<file path="src/rtl/loader_pkg.sv">
// Shared types for the program loader.
//   loader_state_t : loader FSM states
//   BYTES_PER_WORD : bytes assembled into one RAM word
//   word_addr()    : byte address of word idx above a word-aligned base, mod 2^32
package loader_pkg;

  typedef enum logic [2:0] {
    IDLE,
    RECV,
    WRITE,
    VERIFY,
    DONE,
    ERR
  } loader_state_t;

  localparam int BYTES_PER_WORD = 4;

  function automatic logic [31:0] word_addr(input logic [31:0] base, input logic [31:0] idx);
    return base + (idx << 2);
  endfunction

endpackage

</file>
<file path="src/rtl/byte_packer.sv">
// Assembles four stream bytes into a little-endian 32-bit word.
//   clk, rst_n      : clock, async active-low reset
//   i_accept        : byte handshake strobe
//   i_byte          : byte to place in the current lane
//   i_clear         : restart at lane 0
//   o_word_valid    : the byte accepted this cycle completes the word
//   o_word          : assembled word (stable until the next accept)
module byte_packer
  import loader_pkg::*;
(
  input  logic        clk,
  input  logic        rst_n,
  input  logic        i_accept,
  input  logic [7:0]  i_byte,
  input  logic        i_clear,
  output logic        o_word_valid,
  output logic [31:0] o_word
);

  localparam logic [1:0] LAST_LANE = 2'(BYTES_PER_WORD - 1);

  logic [1:0]  r_byte_cnt;
  logic [31:0] r_word;

  always_ff @(posedge clk or negedge rst_n) begin
    if (!rst_n) begin
      r_byte_cnt <= '0;
      r_word     <= '0;
    end else if (i_clear) begin
      r_byte_cnt <= '0;
    end else if (i_accept) begin
      r_word[{r_byte_cnt, 3'b000} +: 8] <= i_byte;
      // wraps to lane 0 after the last byte, ready for the next word
      r_byte_cnt <= r_byte_cnt + 2'd1;
    end
  end

  assign o_word_valid = i_accept && (r_byte_cnt == LAST_LANE);
  assign o_word       = r_word;

endmodule

</file>
<file path="src/rtl/mem_loader.sv">
// Program loader: streams bytes into RAM port 2 as 32-bit words, optionally
// reads each word back, and holds the core in reset until the image is in.
//   clk, rst_n            : clock, async active-low reset
//   start                 : one-cycle load request (ignored while busy)
//   base_addr, num_words  : image placement and length in words
//   s_valid/s_data/s_ready: byte stream, LSB first
//   mem_addr/we/wd/rd     : RAM port 2 (rd is a combinational read of addr)
//   core_rst_n            : released only after a successful load
//   busy, done, err       : load status (done/err are levels)
module mem_loader
  import loader_pkg::loader_state_t, loader_pkg::IDLE, loader_pkg::RECV,
         loader_pkg::WRITE, loader_pkg::DONE, loader_pkg::ERR, loader_pkg::word_addr;
#(
  parameter int CNT_W  = 16,
  parameter bit VERIFY = 1'b1
) (
  input  logic             clk,
  input  logic             rst_n,
  input  logic             start,
  input  logic [31:0]      base_addr,
  input  logic [CNT_W-1:0] num_words,
  input  logic             s_valid,
  input  logic [7:0]       s_data,
  output logic             s_ready,
  output logic [31:0]      mem_addr,
  output logic             mem_we,
  output logic [31:0]      mem_wd,
  input  logic [31:0]      mem_rd,
  output logic             core_rst_n,
  output logic             busy,
  output logic             done,
  output logic             err
);

  loader_state_t    r_state;
  logic [31:0]      r_base;
  logic [CNT_W-1:0] r_num;
  logic [CNT_W-1:0] r_word_idx;

  logic        w_accept;
  logic        w_restart;
  logic        w_word_valid;
  logic [31:0] w_word;
  logic        w_last;
  logic        w_advance;

  assign w_accept  = s_valid && s_ready;
  assign w_restart = start && (r_state == IDLE || r_state == DONE || r_state == ERR);
  assign w_last    = (r_word_idx == r_num - CNT_W'(1));
  // VERIFY state name is shadowed by the parameter, hence the scoped reference
  assign w_advance = ((r_state == WRITE) && !VERIFY) ||
                     ((r_state == loader_pkg::VERIFY) && (mem_rd == w_word));

  byte_packer u_packer (
    .clk          (clk),
    .rst_n        (rst_n),
    .i_accept     (w_accept),
    .i_byte       (s_data),
    .i_clear      (w_restart),
    .o_word_valid (w_word_valid),
    .o_word       (w_word)
  );

  // the packer buffer only changes in RECV, so it doubles as the write data
  assign mem_wd = w_word;

  always_ff @(posedge clk or negedge rst_n) begin
    if (!rst_n) begin
      r_state    <= IDLE;
      r_base     <= '0;
      r_num      <= '0;
      r_word_idx <= '0;
      s_ready    <= 1'b0;
      mem_addr   <= '0;
      mem_we     <= 1'b0;
      core_rst_n <= 1'b0;
      busy       <= 1'b0;
      done       <= 1'b0;
      err        <= 1'b0;
    end else begin
      mem_we <= 1'b0;
      case (r_state)
        IDLE, DONE, ERR: begin
          if (start) begin
            r_base     <= base_addr & ~32'h3;
            r_num      <= num_words;
            r_word_idx <= '0;
            err        <= 1'b0;
            if (num_words == '0) begin
              r_state    <= DONE;
              done       <= 1'b1;
              core_rst_n <= 1'b1;
              busy       <= 1'b0;
            end else begin
              r_state    <= RECV;
              s_ready    <= 1'b1;
              busy       <= 1'b1;
              done       <= 1'b0;
              core_rst_n <= 1'b0;
            end
          end
        end
        RECV: begin
          if (w_word_valid) begin
            r_state  <= WRITE;
            s_ready  <= 1'b0;
            mem_we   <= 1'b1;
            mem_addr <= word_addr(r_base, 32'(r_word_idx));
          end
        end
        WRITE: begin
          if (VERIFY) r_state <= loader_pkg::VERIFY;
        end
        loader_pkg::VERIFY: begin
          if (mem_rd != w_word) begin
            r_state <= ERR;
            err     <= 1'b1;
            busy    <= 1'b0;
          end
        end
        default: r_state <= IDLE;
      endcase

      if (w_advance) begin
        if (w_last) begin
          r_state    <= DONE;
          done       <= 1'b1;
          core_rst_n <= 1'b1;
          busy       <= 1'b0;
        end else begin
          r_state    <= RECV;
          r_word_idx <= r_word_idx + CNT_W'(1);
          s_ready    <= 1'b1;
        end
      end
    end
  end

endmodule

</file>
<file path="config.mk">
export PLATFORM = sky130hd
export DESIGN_NAME = mem_loader
export DESIGN_NICKNAME = d
export VERILOG_FILES = /design/src/rtl/loader_pkg.sv /design/src/rtl/byte_packer.sv /design/src/rtl/mem_loader.sv
export SDC_FILE = /design/constraint.sdc
export NUM_CORES = 1
export LEC_CHECK = 0
export CELL_PAD_IN_SITES_DETAIL_PLACEMENT = 0
export CELL_PAD_IN_SITES_GLOBAL_PLACEMENT = 1
export CORE_MARGIN = 2
export CORE_UTILIZATION = 34
export CTS_BUF_LIST = sky130_fd_sc_hd__clkbuf_8 sky130_fd_sc_hd__clkbuf_16
export DETAILED_ROUTE_END_ITERATION = 10
export GPL_TIMING_DRIVEN = 0
export PLACE_DENSITY = 0.83
export SLEW_MARGIN = 20
export SYNTH_ARGS = -nofsm -noshare
export SYNTH_HDL_FRONTEND = slang
export SYNTH_SLANG_ARGS = --single-unit
</file>
<file path="constraint.sdc">
create_clock -name clk -period 2.6 [get_ports clk]
set_input_delay 0.78 -clock clk [delete_from_list [all_inputs] [get_ports clk]]
set_output_delay 0.78 -clock clk [all_outputs]
set_load 0.01 [all_outputs]
</file>
==> flow_summary.ini <==
; implementation run metrics
[outcome]
outcome = complete, but fails checks
violations = setup timing

[setup_path]
worstReg2RegEnd = r_word_idx[10]
critPathBufInv = 1
startpoint_type = register
ff2ff_path_depth = 9

[timing]
grt_setup_unrepaired = true
postLayoutSetupSlackWorst_ps = -327
setup_viol = 22
fin_setup_tns_ps = -5540
tightest_slew_ps = 1100

[logic_synthesis]
ys_ff = 135
xor_share = 0.0859
synth_area_leader_cell = dfrtp_1
aoi_share = 0.134
ys_cells = 862
ys_warn_count = 0
simple_gate_share = 0.239
yosysMostFrequentCell = nand2_1
fa_ha_area_frac = 0.0413

[power_and_ir_drop]
p_per_area_nw_per_um2 = 1010
comb-power_mw = 4.43
p_int_mw = 6.80
power.net_switching_mw = 3.94
pwr-share-comb = 0.413
clkPwrFrac = 0.249

[global_route]
grt_max_degree = 90
grt.busiest_layer = met2
grt_pass1_wl_um = 34800

[detailed_routing]
dr.first_iter.drc_count = 372
vias = 6731

[die]
die-width_um = 152
fp-utilization = 0.343

[hold_path]
min_path_type = in -> async

[cells_and_area]
area_delta_synth_final_pct = 43.2

[place]
placed_area_um2 = 9430
gp_congestion = 0.874
-- stage by stage --
| stage | hold slack (ps) | total power [mW] | worst slack (ps) |
|---|---|---|---|
| 2_1_floorplan | 452 | 5.86 | -111 |
| 3_3_place_gp | 462 | 7.60 | -4730 |
| 3_5_place_dp | 469 | 7.69 | -998 |
| 4_1_cts | 257 | 10.6 | -300 |
| 5_1_grt | 268 | 11.5 | -430 |
| 6_report | 250 | 10.7 | -327 |
-- layout make-up --
type | instances | area, um2 | area share
plain buffers | 35 | 194 | 0.0182
clock buffers | 17 | 425 | 0.0399
clock inverters | 15 | 228 | 0.0214
inverters | 26 | 97.6 | 0.00915
multi-input cells | 665 | 4130 | 0.388
flip-flops and latches | 135 | 3390 | 0.318
well taps | 280 | 350 | 0.0329
repair buffers | 184 | 1850 | 0.173
**Cells coloured by class**

Fill, decap, tap and diode cells in grey.
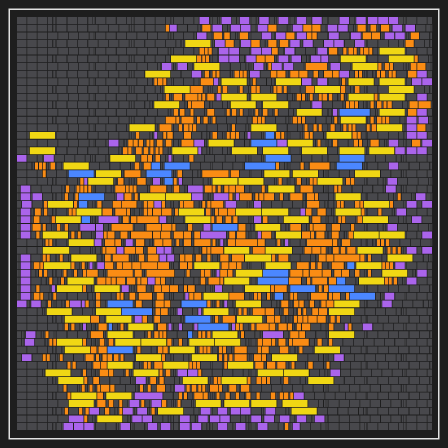
Purple stands for remaining buffers and delay cells, cells 219, share of their area 20%. Blue stands for clock drivers and dummy loads, cells 32, share of their area 6.3%. Yellow stands for registers, cells 135, share of their area 33%. Orange stands for remaining logic cells, cells 691, share of their area 41%.

**Routed metal per tile**

The bar under the picture is 50 um long. 30 x 30 tiles, from black (low) to pale yellow (high), scaled to the fullest tile. Values are wire area over tile area, all layers added.
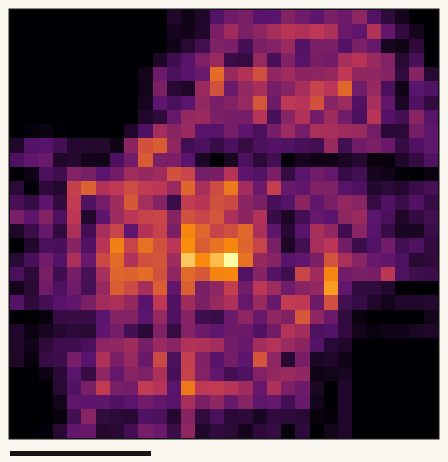
The emptiest ninth of the die: top left. The fullest tile reaches 0.60. 19% of the tiles are nearly empty.

**Register map, names as in the netlist**

Other sequential cells in the stronger grey, the rest of the logic in the fainter grey.
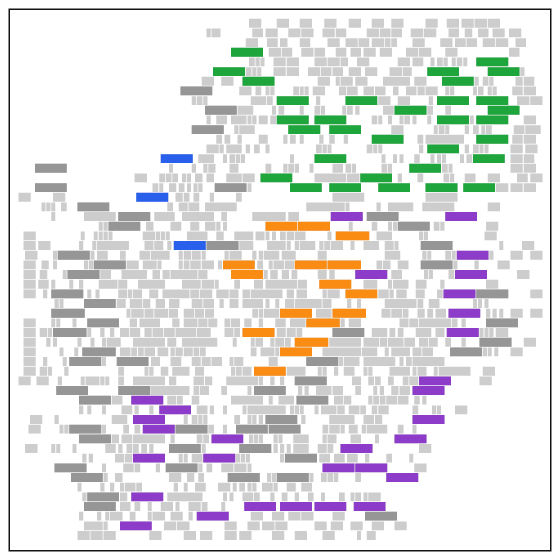
Blue stands for r_state, placed flops 3. Orange stands for r_word_idx, placed flops 16, where middle. Purple stands for mem_addr, placed flops 30. Green stands for u_packer.o_word, placed flops 32.
Another 54 sequential cells are not coloured.

**Close-up of the layout**

The bar under the picture is 20 um long. Region (13, 13) to (63, 63) um. Cells in grey, sequential cells in the stronger grey; small squares are vias.
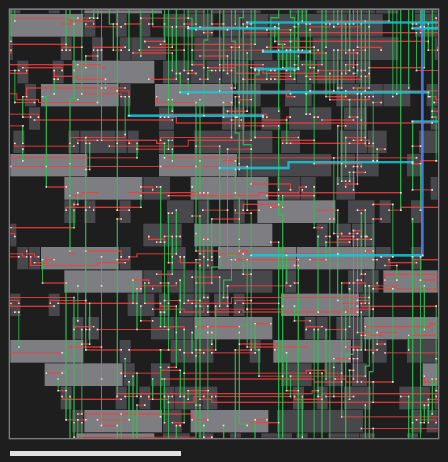
Cyan stands for M3. Blue stands for M4. Red stands for M1. Green stands for M2.
Netlist names of flops here include r_base (9), mem_addr (8), r_num (6). Most frequent: nand2_1 (45), dfrtp_1 (21). 158 logic cells have their middle in the window. Sequential cells in the window: 23.

No activity file was given, so power comes from the tool's default toggle rates.
